### src/rtl/truth_table_pkg.sv
// Shared definitions for the truth-table sweep checker.
package truth_table_pkg;

  // Sweep controller states.
  typedef enum logic [1:0] {
    IDLE  = 2'd0,
    APPLY = 2'd1,
    DONE  = 2'd2
  } state_e;

  // Width of the per-vector settle counter; supports SETTLE up to 255.
  localparam int unsigned CNT_W = 8;

endpackage : truth_table_pkg

### src/rtl/truth_table_checker_settle_counter.sv
// Per-vector settle counter: counts clocks a stimulus vector has been held
// and flags the last clock before the response is sampled.
module settle_counter
  import truth_table_pkg::*;
#(
  parameter int unsigned SETTLE = 10
) (
  input  logic clk,
  input  logic rst_n,
  input  logic clr,
  input  logic en,
  output logic tc
);

  logic [CNT_W-1:0] cnt_q;
  logic [CNT_W-1:0] cnt_d;

  // Next count: clear has priority over enable.
  always_comb begin
    cnt_d = cnt_q;
    if (clr) begin
      cnt_d = '0;
    end else if (en) begin
      cnt_d = cnt_q + CNT_W'(1);
    end
  end

  // Count register.
  always_ff @(posedge clk or negedge rst_n) begin
    if (!rst_n) begin
      cnt_q <= '0;
    end else begin
      cnt_q <= cnt_d;
    end
  end

  assign tc = (cnt_q == CNT_W'(SETTLE - 1));

endmodule : settle_counter

### config.mk
export PLATFORM = sky130hd
export DESIGN_NAME = settle_counter
export DESIGN_NICKNAME = d
export VERILOG_FILES = /design/src/rtl/truth_table_pkg.sv /design/src/rtl/truth_table_checker_settle_counter.sv
export SDC_FILE = /design/constraint.sdc
export NUM_CORES = 1
export LEC_CHECK = 0
export CELL_PAD_IN_SITES_DETAIL_PLACEMENT = 2
export CELL_PAD_IN_SITES_GLOBAL_PLACEMENT = 2
export CORE_MARGIN = 1.5
export CORE_UTILIZATION = 32
export CTS_BUF_LIST = sky130_fd_sc_hd__clkbuf_8
export DETAILED_ROUTE_END_ITERATION = 8
export PLACE_DENSITY = 0.69
export SYNTH_ARGS = -nofsm -noshare
export SYNTH_HDL_FRONTEND = slang
export SYNTH_SLANG_ARGS = --single-unit
### constraint.sdc
create_clock -name clk -period 2.4 [get_ports clk]
set_clock_uncertainty 0.15 [all_clocks]
set_input_delay 0.36 -clock clk [delete_from_list [all_inputs] [get_ports clk]]
set_output_delay 0.36 -clock clk [all_outputs]
set_load 0.005 [all_outputs]
==> results.sh, run 1 <==
# yosys + openroad results
export IMPL_run_status="finished, final reports clean"
export IMPL_cp_cell_sequence="inv_1 -> ha_1 -> or4b_1 -> nor4b_2 -> dlygate4sd2_1"
export IMPL_logic_area_um2=210.2
export IMPL_firstDrtPassIters=2
export IMPL_hpwl_detailed_um=789.7
export IMPL_reg2reg_depth=5
export IMPL_finalSetupTns_ns=0
export IMPL_nets=58
export IMPL_synthesis_area_per_instance_um2=10.10
export IMPL_synth_cell_types=22
export IMPL_final_tally_of_max_slew_violations=0
export IMPL_finalSetupViolations=0
export IMPL_final_area_um2=538.0
export IMPL_timing_max_slew_rel_slack_pct=74.76
export IMPL_routed_wl_met3_um=23
export IMPL_crit_path_start_kind="register"
export IMPL_synth_top_flop_cell="dfrtp_1"
export IMPL_synth_yosys_num_cells=42
export IMPL_enable_flop_cells=0
export IMPL_hold_buffers=0
export IMPL_hold_path_class="in2async"
export IMPL_fin_total_pwr_mw=0.3362
export IMPL_layout_area_overhead_vs_synth_pct=26.84
export IMPL_crit_type="reg2out"
export IMPL_post_cts_setup_buffers=0
export IMPL_drt_initial_drc_count=1
export IMPL_worst_path_stages=5
export IMPL_ff_latch_area_um2=200.2
export IMPL_synth_yosys_warnings=0
export IMPL_yosys_area_um2=424.2
export IMPL_tightest_slew_ns=0.3774
export IMPL_tritoncts="yes"
export IMPL_globalRouteTotalUtil_pct=20.21
export IMPL_fin_cells=64
export IMPL_crit_buf_inv=2
export IMPL_clock_path_buffers=2
export IMPL_ys_async_sr_fraction_pct=100.0
export IMPL_rr_startpoint="cnt_q[0]"
export IMPL_placed_area_um2=491.7
export IMPL_placedCellCount=61
export IMPL_layout_top_registers="cnt_q: 8 flops"
export IMPL_final_hold_violating_endpoints=0
export IMPL_chipArea_um2=1553
export IMPL_timing_fmax_ghz=0.4467
export IMPL_critical_path_startpoint="cnt_q[1]"
export IMPL_tritoncts_num_buffers=3
export IMPL_ant_nets=0
export IMPL_top_cells_by_area="dfrtp_1, ha_1, nor2_1, xnor2_1, xor2_1"
export IMPL_drive_gt1_share_pct=16.00
export IMPL_synth_top_cell_by_area="dfrtp_1"
export IMPL_top_signal_layer_used="met3"
export IMPL_cp_end_kind="output pin"
export IMPL_clock_insertion_delay_worst_skew_ns=0.22
export IMPL_cts_root_buffer_cell="clkbuf_8"
export IMPL_critical_path_slowest_cell="or4b_1"
export IMPL_cap_viol_max_count=0
export IMPL_antenna_cells=0
export IMPL_clk_pin_slew_worst_paths_ns=0.04
export IMPL_mapped_nets=48
export IMPL_synth_yosys_seq_area_share_pct=47.20
export IMPL_syn_instance_count=42
export IMPL_timing_critical_path_max_delay_family="simple AND/OR/NAND/NOR gates"
export IMPL_rows=12
export IMPL_dominant_cell_by_count_in_the_synthesized_netlist="dfrtp_1"
export IMPL_crit_end="tc"
export IMPL_mappedNetlistArea_um2=424.2
export IMPL_grt_pass1_vias=384
export IMPL_design_portCount=5
export IMPL_regMostFlops="cnt_q"
export IMPL_tool_warnings=27
export IMPL_total_leakage_power_nw=0.2211
export IMPL_r2r_end="cnt_q[6]"
export IMPL_critPathMaxFanout=2
export IMPL_port_buffers=4
export IMPL_required_ns=1.89
export IMPL_ys_top_cells_by_count="dfrtp_1, nor2_1, a21oi_1"
export IMPL_synth_largest_type_area_fraction_pct=47.20
export IMPL_met1Wirelength_um=545
export IMPL_post_cts_resize_count=2
export IMPL_finalWorstSetupSlack_ns=0.1615
export IMPL_power_per_cell_area_nw_per_um2=625.0
export IMPL_overflow_left_after_global_routing=0
export IMPL_grt_start_max_net_pins=9
-- run 1: report_power, final --
| part | internal [mW] | switching (mW) | leakage, nW |
|---|---|---|---|
| clock network | 0.109 | 0.0520 | 0.0216 |
| registers | 0.139 | 0.00305 | 0.110 |
| logic | 0.0158 | 0.0177 | 0.0898 |
-- run 1: metal layers --
metal | vias to the layer above | global-route usage [%]
met1 | 173 | 26.21
met4 | 0 | 5.172
met5 | - | 0
met3 | 0 | 5.114
li1 | 166 | -
met2 | 4 | 32.79
-- run 1: cells by family after synthesis --
| group | count (synthesis) | share of synthesized area (%) |
|---|---|---|
| XOR/XNOR | 4 | 8.261 |
| flip-flops | 8 | 47.20 |
| buffers and inverters | 4 | 4.720 |
| AND-OR/OR-AND | 9 | 13.27 |
| adder cells (fa/ha/maj) | 2 | 5.899 |
| AND/OR/NAND/NOR | 15 | 20.65 |
-- run 1: cell usage in the layout (no fill, tap or decap) --
cell and n:
dfrtp_1 8, nor2_1 5, a21oi_1 3, clkbuf_8 3, clkdlybuf4s50_1 3, buf_4 3, inv_1 2, xor2_1 2
nand2_1 2, xnor2_1 2, o31ai_1 2, or4_1 2, ha_1 2, or4b_1 1, nor4b_2 1, nand4_1 1
a211oi_1 1, nand3_2 1, o21ai_1 1, nand3_1 1, o2111ai_1 1, o21ai_0 1, or3_1 1, dlygate4sd2_1 1
-- run 1: layout make-up --
class | count | area share, %
Multi-Input combinational cell | 30 | 39.07
Timing Repair Buffer | 7 | 11.40
Clock buffer | 3 | 7.674
Tap cell | 14 | 3.256
Inverter | 2 | 1.395
Sequential cell | 8 | 37.21
-- run 1: per-stage QoR --
step                      utilization (%)  hold WS (ns)
after floorplan                         -      -0.08559
after global placement              41.99        0.3841
after detailed placement            41.99        0.4236
after CTS                           45.94        0.2828
after global routing                45.94        0.2984
final                               45.94        0.2725
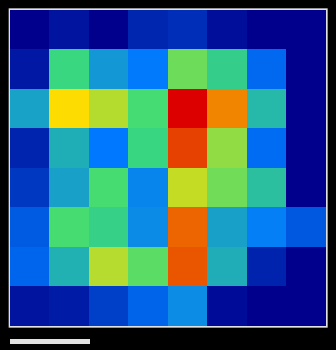
(run_1/metal_density.png)
Bar = 10 um. 8 x 8 tiles, from dark blue (low) to red (high), scaled to the fullest tile. Values are wire area over tile area, all layers added.
The mean over all tiles is 0.11. The fullest tile reaches 0.35. 17% of the tiles are nearly empty.
Detailed Route WL: 1.133 mm
vias after detailed routing: 343
drt wl/cell: 17.70 um

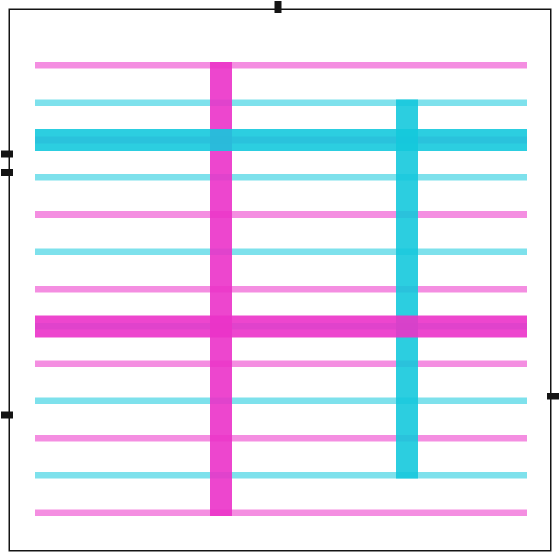
(run_1/power_grid.png)
Pins as bars on the die edge.
VDD: marked cyan. VSS: marked magenta.
2 straps on met5. 5 signal pins sit on the boundary. The core has 12 rows.
die width: 39.41 um
vertical die size: 39.41 um
highest ir drop seen on vdd: 0.2558 mV
total core area: 1171 um2

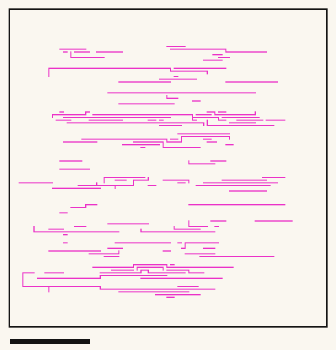
(run_1/layer_met1.png)
Bar = 10 um.
The layer holds 48% of the routed length. The layer carries 546 um of wire. 49 nets have wire on it. The wires run mostly horizontal. The longest straight run is 18.4 um.
grt met1 use: 26.21%

--- run 2 (diff from run 1) ---
--- a/config.mk
+++ b/config.mk
@@ -12,6 +12,7 @@
 export CTS_BUF_LIST = sky130_fd_sc_hd__clkbuf_8
 export DETAILED_ROUTE_END_ITERATION = 8
 export PLACE_DENSITY = 0.69
+export SLEW_MARGIN = 20
 export SYNTH_ARGS = -nofsm -noshare
 export SYNTH_HDL_FRONTEND = slang
 export SYNTH_SLANG_ARGS = --single-unit
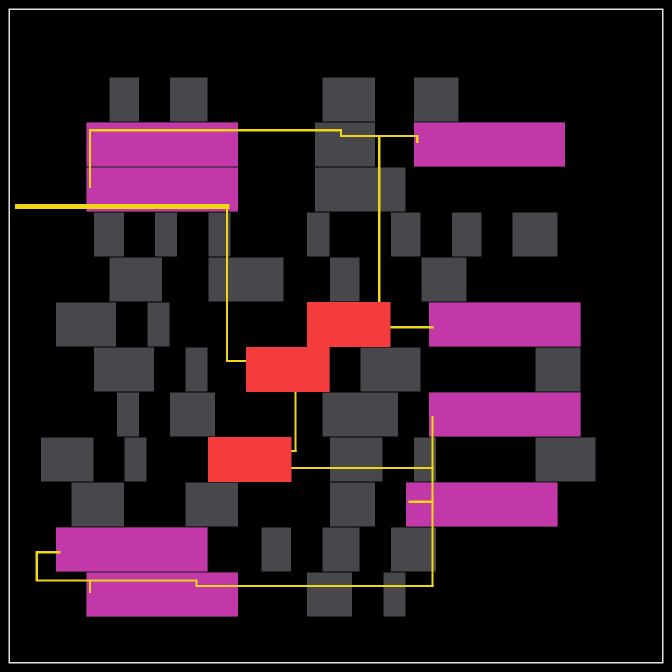
(run_2/clk_routes.png)
flip-flops: marked magenta, count 8. clock drivers: marked red, count 3. clock wires: marked yellow, length 124 um.
There are 4 routed clock nets.
clock network power: 0.161 mW
clock latency on the worst-skew pair: 0.22 ns
clock network power share: 47.8%

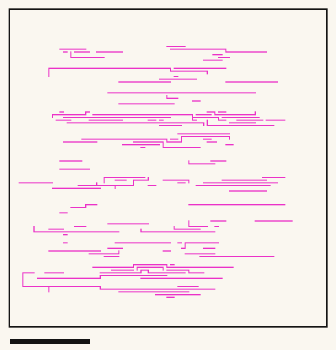
(run_2/layer_met1.png)
Bar = 10 um.
49 nets have wire on it. The longest straight run is 18.4 um. The wires run mostly horizontal. The layer carries 546 um of wire. The layer holds 48% of the routed length.

==> run 2 against run 1 <==
- sequential share of layout area unchanged
- final cell count stayed put
- synthesized cell count did not move
- register-to-register slack barely moved
- non-clock buffer count unchanged
- worst hold slack is the same
- combinational power about the same
- design area is the same
- total power unchanged
- synthesized area stayed put
- setup slack unchanged
- critical endpoint unchanged
==> results.sh, run 2 <==
# yosys + openroad results
export IMPL_largestPowerGroup="clock"
export IMPL_tightest_slew_ns=0.3774
export IMPL_mappedNetlistArea_um2=424.2
export IMPL_fin_total_pwr_mw=0.3362
export IMPL_cap_viol_max_count=0
export IMPL_ys_async_sr_fraction_pct=100.0
export IMPL_netSwitchingFraction_pct=21.62
export IMPL_rows=12
export IMPL_timing_max_slew_rel_slack_pct=74.76
export IMPL_cp_cell_sequence="inv_1 -> ha_1 -> or4b_1 -> nor4b_2 -> dlygate4sd2_1"
export IMPL_grt_use_met3_pct=5.114
export IMPL_finalSetupViolations=0
export IMPL_timing_fmax_ghz=0.4467
export IMPL_critPathMaxFanout=2
export IMPL_design_portCount=5
export IMPL_switching_power_mw=0.07269
export IMPL_drive_gt1_share_pct=16.00
export IMPL_route_detailed_wl_per_inst_um=17.70
export IMPL_grt_start_max_net_pins=9
export IMPL_vdd_ir_drop_worst_mv=0.2558
export IMPL_max_h_tree_level=1
export IMPL_firstDrtPassIters=2
export IMPL_crit_buf_inv=2
export IMPL_mapped_nets=48
export IMPL_synth_top_cell_by_area="dfrtp_1"
export IMPL_core_area_um2=1171
export IMPL_enable_flop_cells=0
export IMPL_power_in_sequential_cells_mw=0.142
export IMPL_tool_warnings=27
export IMPL_hpwl_detailed_um=789.7
export IMPL_tritoncts="yes"
export IMPL_groute_layer_met2_usage_pct=32.79
export IMPL_logic_area_um2=210.2
export IMPL_final_tally_of_max_slew_violations=0
export IMPL_globalRouteTotalUtil_pct=20.21
export IMPL_power_per_cell_area_nw_per_um2=625.0
export IMPL_chipHeight_um=39.41
export IMPL_yosys_area_um2=424.2
export IMPL_antenna_cells=0
export IMPL_ff_latch_area_um2=200.2
export IMPL_dominant_cell_by_count_in_the_synthesized_netlist="dfrtp_1"
export IMPL_top_cells_by_area="dfrtp_1, ha_1, nor2_1, xnor2_1, xor2_1"
export IMPL_nets=58
export IMPL_run_status="finished, final reports clean"
export IMPL_required_ns=1.89
export IMPL_dr_total_vias=343
export IMPL_grt_pass1_vias=384
export IMPL_syn_instance_count=42
export IMPL_cp_end_kind="output pin"
export IMPL_placed_area_um2=491.7
export IMPL_p_int_mw=0.2635
export IMPL_ant_nets=0
export IMPL_final_layout_top_logic_cells="dfrtp_1, nor2_1"
export IMPL_drt_initial_drc_count=1
export IMPL_synthesis_area_per_instance_um2=10.10
export IMPL_ys_top_cells_by_count="dfrtp_1, nor2_1, a21oi_1"
export IMPL_most_numerous_logic_cell_after_layout="dfrtp_1"
export IMPL_port_buffers=4
export IMPL_crit_path_start_kind="register"
export IMPL_final_area_um2=538.0
export IMPL_clock_path_buffers=2
export IMPL_power_frac_comb_pct=10.0
export IMPL_regMostFlops="cnt_q"
export IMPL_chipArea_um2=1553
export IMPL_tritoncts_num_buffers=3
export IMPL_routed_wl_met3_um=23
export IMPL_gr_max_usage_layer="met2"
export IMPL_final_hold_violating_endpoints=0
export IMPL_synth_yosys_warnings=0
export IMPL_synth_yosys_num_cells=42
export IMPL_clk_pin_slew_worst_paths_ns=0.04
export IMPL_globalRouteMet1Util_pct=26.21
export IMPL_power_sequential_fraction_pct=42.3
export IMPL_synth_cell_types=22
export IMPL_die_w_um=39.41
export IMPL_met1Wirelength_um=545
export IMPL_place_congestion=0.7449
export IMPL_layout_top_registers="cnt_q: 8 flops"
export IMPL_synth_largest_type_area_fraction_pct=47.20
export IMPL_layout_area_overhead_vs_synth_pct=26.84
export IMPL_overflow_left_after_global_routing=0
export IMPL_crit_type="reg2out"
export IMPL_total_leakage_power_nw=0.2211
export IMPL_hold_path_class="in2async"
export IMPL_critical_path_arrival_ns=1.73
export IMPL_critical_path_slowest_cell="or4b_1"
export IMPL_synth_yosys_seq_area_share_pct=47.20
export IMPL_synth_top_flop_cell="dfrtp_1"
export IMPL_timing_critical_path_max_delay_family="simple AND/OR/NAND/NOR gates"
export IMPL_largest_register_ff_count=8
export IMPL_finalSetupTns_ns=0
export IMPL_route_final_wire_length_mm=1.133
export IMPL_pwr_group_combinational_mw=0.0335
export IMPL_cts_root_buffer_cell="clkbuf_8"
export IMPL_top_signal_layer_used="met3"
run 2: cell counts in the layout (fill, tap and decap cells not counted):
Identical to the previous run, type by type.
run 2: cells by family after synthesis:
| group | after synthesis | synth area share, % |
|---|---|---|
| buffers and inverters | 4 | 4.720 |
| flip-flops | 8 | 47.20 |
| AND-OR/OR-AND | 9 | 13.27 |
| XOR/XNOR | 4 | 8.261 |
| adder cells (fa/ha/maj) | 2 | 5.899 |
| AND/OR/NAND/NOR | 15 | 20.65 |
run 2: path summary, 6_finish.rpt:
| path | from | end | slack [ns] | cells after the start |
|---|---|---|---|---|
| setup / recovery | cnt_q[1] | tc | 0.16 | 5 |
| setup reg to reg | cnt_q[0] | cnt_q[6] | 0.81 | 5 |
| min in group clk | cnt_q[7] | cnt_q[7] | 0.42 | 2 |
| hold / removal | rst_n | cnt_q[0] | 0.27 | 1 |
| max in group asynchronous | rst_n | cnt_q[6] | 1.56 | 1 |
| hold reg to reg | cnt_q[7] | cnt_q[7] | 0.42 | 2 |
run 2: cell type report:
class	count	area share, %
Timing Repair Buffer	7	11.40
Inverter	2	1.395
Multi-Input combinational cell	30	39.07
Sequential cell	8	37.21
Clock buffer	3	7.674
Tap cell	14	3.256
run 2: repair_timing:
action | in CTS | in global routing
hold buffers | 0 | 0
endpoints found under the setup margin | 1 | 0
resized | 2 | 0
buffers inserted | 0 | 0
run 2: metrics by stage:
step / utilization [%] / cells / hold slack (ns) / setup slack [ns]
after global routing: 45.94 / 64 / 0.2984 / 0.06257
after global placement: 41.99 / 61 / 0.3841 / 0.1000
final: 45.94 / 64 / 0.2725 / 0.1615
after CTS: 45.94 / 64 / 0.2828 / 0.1075
after floorplan: - / 42 / -0.08559 / 0.5898
after detailed placement: 41.99 / 61 / 0.4236 / 0.03671
--- run 3 (diff from run 2) ---
--- a/config.mk
+++ b/config.mk
@@ -10,6 +10,7 @@
 export CORE_MARGIN = 1.5
 export CORE_UTILIZATION = 32
 export CTS_BUF_LIST = sky130_fd_sc_hd__clkbuf_8
+export CTS_CLUSTER_SIZE = 30
 export DETAILED_ROUTE_END_ITERATION = 8
 export PLACE_DENSITY = 0.69
 export SLEW_MARGIN = 20
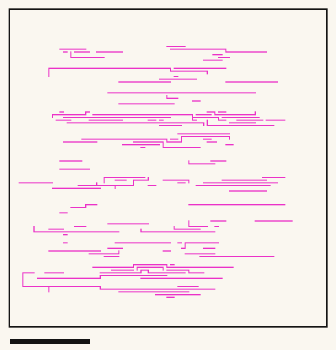
(run_3/layer_met1.png)
Bar = 10 um.
49 nets have wire on it. The layer carries 546 um of wire.

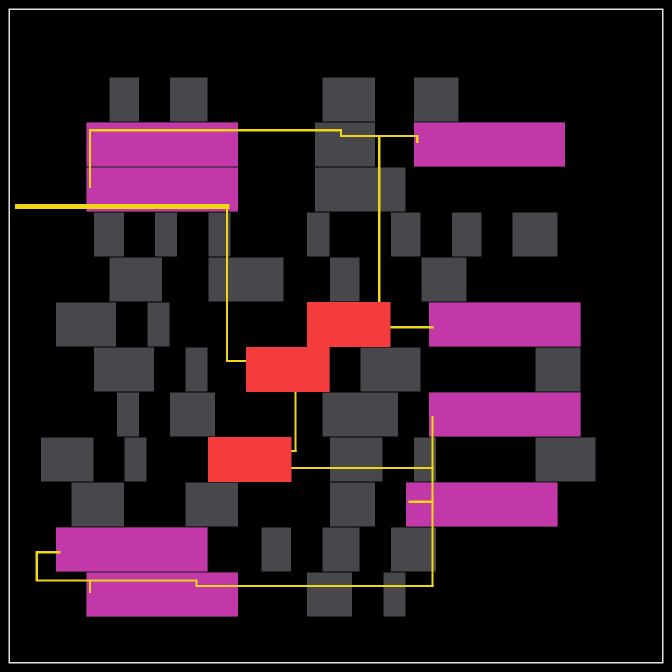
(run_3/clk_routes.png)
clock wires: marked yellow, length 124 um. clock drivers: marked red, count 3. flip-flops: marked magenta, count 8.
There are 4 routed clock nets.

==> run 3 against run 2 <==
- design area is the same
- largest cell class unchanged
- final cell count is the same
- critical endpoint unchanged
- sequential share of layout area is the same
==> results.sh, run 3 <==
# yosys + openroad results
export IMPL_yosys_area_um2=424.2
export IMPL_drive_gt1_share_pct=16.00
export IMPL_final_hold_violating_endpoints=0
export IMPL_finalCriticalPeriod_ns=2.238
export IMPL_finalWorstSetupSlack_ns=0.1615
export IMPL_r2r_end="cnt_q[6]"
export IMPL_timing_max_slew_rel_slack_pct=74.76
export IMPL_switching_power_mw=0.07269
export IMPL_layout_top_registers="cnt_q: 8 flops"
export IMPL_final_core_util_pct=45.94
export IMPL_antenna_found_initial=0
export IMPL_most_numerous_logic_cell_after_layout="dfrtp_1"
export IMPL_timing_fmax_ghz=0.4467
export IMPL_placedCellCount=61
export IMPL_tritoncts_num_buffers=3
export IMPL_route_detailed_wl_per_inst_um=17.70
export IMPL_synth_yosys_seq_area_share_pct=47.20
export IMPL_max_h_tree_level=1
export IMPL_p_int_mw=0.2635
export IMPL_required_ns=1.89
export IMPL_cts_root_buffer_cell="clkbuf_8"
export IMPL_largest_register_ff_count=8
export IMPL_layout_area_overhead_vs_synth_pct=26.84
export IMPL_finalClockPeriodUsage_pct=93.27
export IMPL_critical_path_max_stage_delay_ns=0.44
export IMPL_nets=58
export IMPL_p_clk_share_pct=47.8
export IMPL_cp_cell_sequence="inv_1 -> ha_1 -> or4b_1 -> nor4b_2 -> dlygate4sd2_1"
export IMPL_enable_flop_cells=0
export IMPL_dominant_cell_by_count_in_the_synthesized_netlist="dfrtp_1"
export IMPL_clk_pin_slew_worst_paths_ns=0.04
export IMPL_regMostFlops="cnt_q"
export IMPL_crit_type="reg2out"
export IMPL_first_pass_grt_wire_length_mm=2.007
export IMPL_dp_worst_setup_slack_ns=0.03671
export IMPL_mappedNetlistArea_um2=424.2
export IMPL_firstDrtPassIters=2
export IMPL_power_per_cell_area_nw_per_um2=625.0
export IMPL_synthesis_area_per_instance_um2=10.10
export IMPL_vias_per_cell=5.359
export IMPL_reg2reg_setup_slack_ns=0.81
export IMPL_chipHeight_um=39.41
export IMPL_post_cts_setup_buffers=0
export IMPL_finalSetupTns_ns=0
export IMPL_synth_ff_latch_count=8
export IMPL_core_area_um2=1171
export IMPL_synth_cell_types=22
export IMPL_final_tally_of_max_slew_violations=0
export IMPL_synth_top_cell_by_area="dfrtp_1"
export IMPL_cp_end_kind="output pin"
export IMPL_crit_path_start_kind="register"
export IMPL_drt_initial_drc_count=1
export IMPL_critical_path_arrival_ns=1.73
export IMPL_ff_latch_area_um2=200.2
export IMPL_post_route_drc_count=0
export IMPL_top_cells_by_area="dfrtp_1, ha_1, nor2_1, xnor2_1, xor2_1"
export IMPL_globalRouteTotalUtil_pct=20.21
export IMPL_dr_total_vias=343
export IMPL_timing_critical_path_max_delay_family="simple AND/OR/NAND/NOR gates"
export IMPL_placed_area_um2=491.7
export IMPL_chipArea_um2=1553
export IMPL_fin_total_pwr_mw=0.3362
export IMPL_syn_instance_count=42
export IMPL_tritoncts_num_sinks=8
export IMPL_power_sequential_fraction_pct=42.3
export IMPL_clock_insertion_delay_worst_skew_ns=0.22
export IMPL_netSwitchingFraction_pct=21.62
export IMPL_run_status="finished, final reports clean"
export IMPL_ant_nets=0
export IMPL_final_area_um2=538.0
export IMPL_tightest_slew_ns=0.3774
export IMPL_synth_yosys_warnings=0
export IMPL_antenna_cells=0
export IMPL_overflow_left_after_global_routing=0
export IMPL_cap_viol_max_count=0
export IMPL_hpwl_detailed_um=789.7
export IMPL_ys_async_sr_fraction_pct=100.0
export IMPL_vdd_ir_drop_worst_mv=0.2558
export IMPL_finalSetupViolations=0
export IMPL_die_w_um=39.41
export IMPL_fin_cells=64
export IMPL_ys_top_cells_by_count="dfrtp_1, nor2_1, a21oi_1"
export IMPL_final_layout_top_logic_cells="dfrtp_1, nor2_1"
export IMPL_logic_area_um2=210.2
export IMPL_synth_top_flop_cell="dfrtp_1"
export IMPL_mapped_nets=48
export IMPL_fp_util_pct=36.22
export IMPL_critical_path_slowest_cell="or4b_1"
export IMPL_place_congestion=0.7449
export IMPL_crit_buf_inv=2
export IMPL_synth_largest_type_area_fraction_pct=47.20
export IMPL_rows=12
export IMPL_grt_pass1_vias=384
export IMPL_layout_filler_cells=129
export IMPL_fin_worst_hold_slack_ns=0.2725
export IMPL_grt_start_max_net_pins=9
export IMPL_hold_path_class="in2async"
export IMPL_tritoncts="yes"
export IMPL_synth_yosys_num_cells=42
export IMPL_clock_path_buffers=2
export IMPL_design_portCount=5
export IMPL_total_leakage_power_nw=0.2211
export IMPL_route_final_wire_length_mm=1.133
export IMPL_rr_startpoint="cnt_q[0]"
export IMPL_critPathMaxFanout=2
export IMPL_port_buffers=4
export IMPL_reg2reg_depth=5
export IMPL_grt_setup_unrepaired="no"
export IMPL_tool_warnings=27
export IMPL_power_frac_comb_pct=10.0
-- run 3: worst max path at each step --
stage | from | endpoint | slack [ns] | cells after the start
final | cnt_q[1] | tc | 0.16 | 5
after CTS | cnt_q[1] | tc | 0.11 | 5
after global routing | cnt_q[1] | tc | 0.06 | 5
after global placement | cnt_q[1] | tc | 0.10 | 5
after floorplan | cnt_q[1] | tc | 0.59 | 4
after detailed placement | cnt_q[1] | tc | 0.04 | 5
-- run 3: metal layers --
metal  global-route usage (%)  share of wire, %  vias up
met2                    32.79                50        4
met3                    5.114               2.0        0
met5                        0                 0        -
met4                    5.172                 0        0
li1                         -                 -      166
met1                    26.21                48      173
-- run 3: cell type report --
cell class / count / area share (%)
clock buffer: 3 / 7.674
inverter: 2 / 1.395
multi-input combinational: 30 / 39.07
sequential: 8 / 37.21
tap: 14 / 3.256
timing repair buffer: 7 / 11.40
-- run 3: power groups by stage --
| stage | Sequential (mW) | Combinational, mW | Clock, mW |
|---|---|---|---|
| after CTS | 0.142 | 0.0339 | 0.163 |
| after detailed placement | 0.144 | 0.0329 | 0 |
| final | 0.142 | 0.0335 | 0.161 |
| after floorplan | 0.146 | 0.0141 | 0 |
| after global placement | 0.144 | 0.0315 | 0 |
| after global routing | 0.143 | 0.0372 | 0.169 |
-- run 3: kinds of logic after synthesis --
kind of cell               count (synthesis)  synth area share [%]
buffers and inverters                      4                 4.720
adders and majority gates                  2                 5.899
AOI/OAI and AO/OA                          9                 13.27
DFF                                        8                 47.20
xor gates and xnor gates                   4                 8.261
and+or+nand+nor                           15                 20.65
-- run 3: repair_timing --
item / in CTS / in global routing
hold buffers: 0 / 0
endpoints found under the setup margin: 1 / 0
endpoints found under the hold margin: 0 / 0
gates resized: 2 / 0
Power figures rest on the tool's default switching activity, not on a simulated workload.
